===== src/rtl/kernel_pos_scanner.sv =====
// rtl/kernel_pos_scanner.sv - raster scanner emitting kernel position codes
// One registered code per valid/ready transfer; row/col/select/last move together.
module kernel_pos_scanner #(
  parameter int IMG_W = 8,
  parameter int IMG_H = 8,
  parameter int CW    = 8
) (
  input  logic          i_clk,
  input  logic          i_rst,
  input  logic          i_start,
  input  logic          i_out_ready,
  output logic          o_out_valid,
  output logic [0:3]    o_select,
  output logic [CW-1:0] o_row,
  output logic [CW-1:0] o_col,
  output logic          o_last,
  output logic          o_busy,
  output logic          o_done
);

  typedef enum logic [1:0] {S_IDLE, S_SCAN, S_DONE} state_t;

  localparam logic [CW-1:0] LAST_ROW = CW'(IMG_H - 1);
  localparam logic [CW-1:0] LAST_COL = CW'(IMG_W - 1);

  state_t        r_state, w_next;
  logic [CW-1:0] r_row, r_col, w_row_nx, w_col_nx;
  logic [3:0]    r_select, w_select_nx;
  logic          r_last, w_last_nx;
  logic          w_xfer;

  // Corner tests come first so they win over the plain edge tests.
  function automatic logic [3:0] pos_code(input logic [CW-1:0] r, input logic [CW-1:0] c);
    logic top, bot, lft, rgt;
    top = (r == '0);
    bot = (r == LAST_ROW);
    lft = (c == '0);
    rgt = (c == LAST_COL);
    if (top && lft)      return 4'b0001;
    else if (top && rgt) return 4'b0010;
    else if (bot && lft) return 4'b0011;
    else if (bot && rgt) return 4'b0100;
    else if (rgt)        return 4'b0101;
    else if (lft)        return 4'b0110;
    else if (top)        return 4'b0111;
    else if (bot)        return 4'b1000;
    else                 return 4'b1111;
  endfunction

  assign w_xfer = (r_state == S_SCAN) && i_out_ready;

  always_comb begin
    w_next      = r_state;
    w_row_nx    = r_row;
    w_col_nx    = r_col;
    w_select_nx = 4'b0000;
    w_last_nx   = 1'b0;
    case (r_state)
      S_IDLE: begin
        if (i_start) begin
          w_next   = S_SCAN;
          w_row_nx = '0;
          w_col_nx = '0;
        end
      end
      S_SCAN: begin
        if (w_xfer) begin
          if (r_last) begin
            w_next   = S_DONE;
            w_row_nx = '0;
            w_col_nx = '0;
          end else if (r_col == LAST_COL) begin
            w_col_nx = '0;
            w_row_nx = r_row + CW'(1);
          end else begin
            w_col_nx = r_col + CW'(1);
          end
        end
      end
      S_DONE:  w_next = S_IDLE;
      default: w_next = S_IDLE;
    endcase
    // A stalled cycle recomputes the same code from unchanged row/col.
    if (w_next == S_SCAN) begin
      w_select_nx = pos_code(w_row_nx, w_col_nx);
      w_last_nx   = (w_row_nx == LAST_ROW) && (w_col_nx == LAST_COL);
    end
  end

  always_ff @(posedge i_clk) begin
    if (i_rst) begin
      r_state  <= S_IDLE;
      r_row    <= '0;
      r_col    <= '0;
      r_select <= 4'b0000;
      r_last   <= 1'b0;
    end else begin
      r_state  <= w_next;
      r_row    <= w_row_nx;
      r_col    <= w_col_nx;
      r_select <= w_select_nx;
      r_last   <= w_last_nx;
    end
  end

  assign o_out_valid = (r_state == S_SCAN);
  assign o_select    = r_select;
  assign o_row       = r_row;
  assign o_col       = r_col;
  assign o_last      = r_last;
  assign o_busy      = (r_state != S_IDLE);
  assign o_done      = (r_state == S_DONE);

endmodule


===== config.mk =====
export PLATFORM = sky130hd
export DESIGN_NAME = kernel_pos_scanner
export DESIGN_NICKNAME = d
export VERILOG_FILES = /design/src/rtl/kernel_pos_scanner.sv
export SDC_FILE = /design/constraint.sdc
export NUM_CORES = 1
export LEC_CHECK = 0
export ABC_CLOCK_PERIOD_IN_PS = 2600
export CORE_ASPECT_RATIO = 0.7
export CORE_UTILIZATION = 46
export CTS_BUF_LIST = sky130_fd_sc_hd__clkbuf_8
export DETAILED_ROUTE_END_ITERATION = 16
export GPL_TIMING_DRIVEN = 0
export PLACE_DENSITY_LB_ADDON = 0.3
export SLEW_MARGIN = 20
export SYNTH_ARGS = -nofsm -noshare
export SYNTH_HDL_FRONTEND = slang
export SYNTH_SLANG_ARGS = --single-unit
export TNS_END_PERCENT = 10

===== constraint.sdc =====
create_clock -name i_clk -period 2.6 [get_ports i_clk]
set_input_delay 0.39 -clock i_clk [delete_from_list [all_inputs] [get_ports i_clk]]
set_output_delay 0.39 -clock i_clk [all_outputs]
set_load 0.03 [all_outputs]

==> images/io_fan.png <==
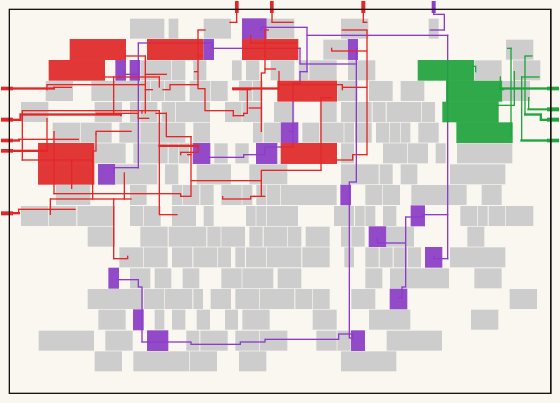
color	port	bits	direction	edge	end cells	buffers	wire
green	`o_select`	4	output	right	4	4	59.1 um
purple	`i_rst`	1	input	top	18	2	248 um
red	`o_row`	8	output	5 left, 3 top	8	8	392 um

==> images/placement_by_type.png <==
Scale bar: 20 um.
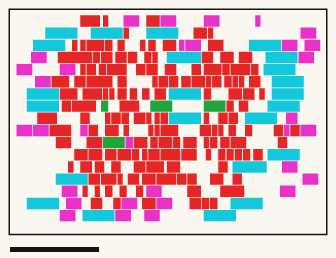
color	class	cells
cyan	sequential cells	23
green	clock drivers and dummy loads	4
red	combinational and other logic	153
magenta	remaining buffers and delay cells	32

==> impl_metrics.tcl <==
# flow metrics
set metrics [dict create \
    syn_to_final_growth_pct 25.9 \
    cts-root-buf "clkbuf_8" \
    drtIter0Drc 113 \
    synthAoiAreaFrac 0.256 \
    violations "design-rule violations" \
    setup_slack_ps 117 \
    combPwrFrac 0.141 \
    p_clk_mw 0.234 \
    internal-power_mw 0.497 \
    endpoint "o_select[2]" \
    fmax_ghz 0.403 \
    end_kind "register" \
    cp_num_cells 9 \
    p_seq_mw 0.359 \
    clk_latency_ps 270 \
    synth_stat.cells 182 \
    syn-num-nets 188 \
    routabilityCongestion 0.961 \
    rows 17 \
    clkbuf_count 3 \
    cts_num_sinks 23 \
    maxCapViolations 0 \
    route.vias.total 1586 \
    regToRegEndpoint "o_select[2]" \
    worst_hold_path_type "in -> reg" \
    place_area_sq_um 1830 \
    top_cell "dfxtp_1" \
    netlist_top_cells_count "dfxtp_1 (23), nor2_1 (17), nand2_1 (12)" \
    use_met1 0.359 \
    slew_violations 0 \
    largest_class "logic gates" \
    yosys.area.top_type "dfxtp_1" \
    crit_path_frequent_cell "o31ai_1" \
    final_cells 250 \
    setup-violations-final 0 \
    worst-path-buf-inv 1 \
    peakVddDrop_uv 205 \
    grt_pass1_wl_um 6970 \
    pin_count 28 \
    tns_ps 0 \
    seqCellArea_sq_um 463 \
    whs_endpoint "o_col[2]" \
    ys_seq_share 0.303 \
    use_met3 0.0736 \
    numPortBuffers 26 \
    reg2reg_depth 9 \
    cts_resized 2 \
    drc 2 \
    top_logic_kind "simple AND/OR/NAND/NOR gates" \
    seq_cells 23 \
    core_util_floorplan 0.482 \
    die_x_um 70.7 \
    warning_count 26 \
    met2_wirelength_um 1870 \
    clockBufferDepth 2 \
    status "complete, but fails checks" \
    xor_area_frac 0.00577 \
]
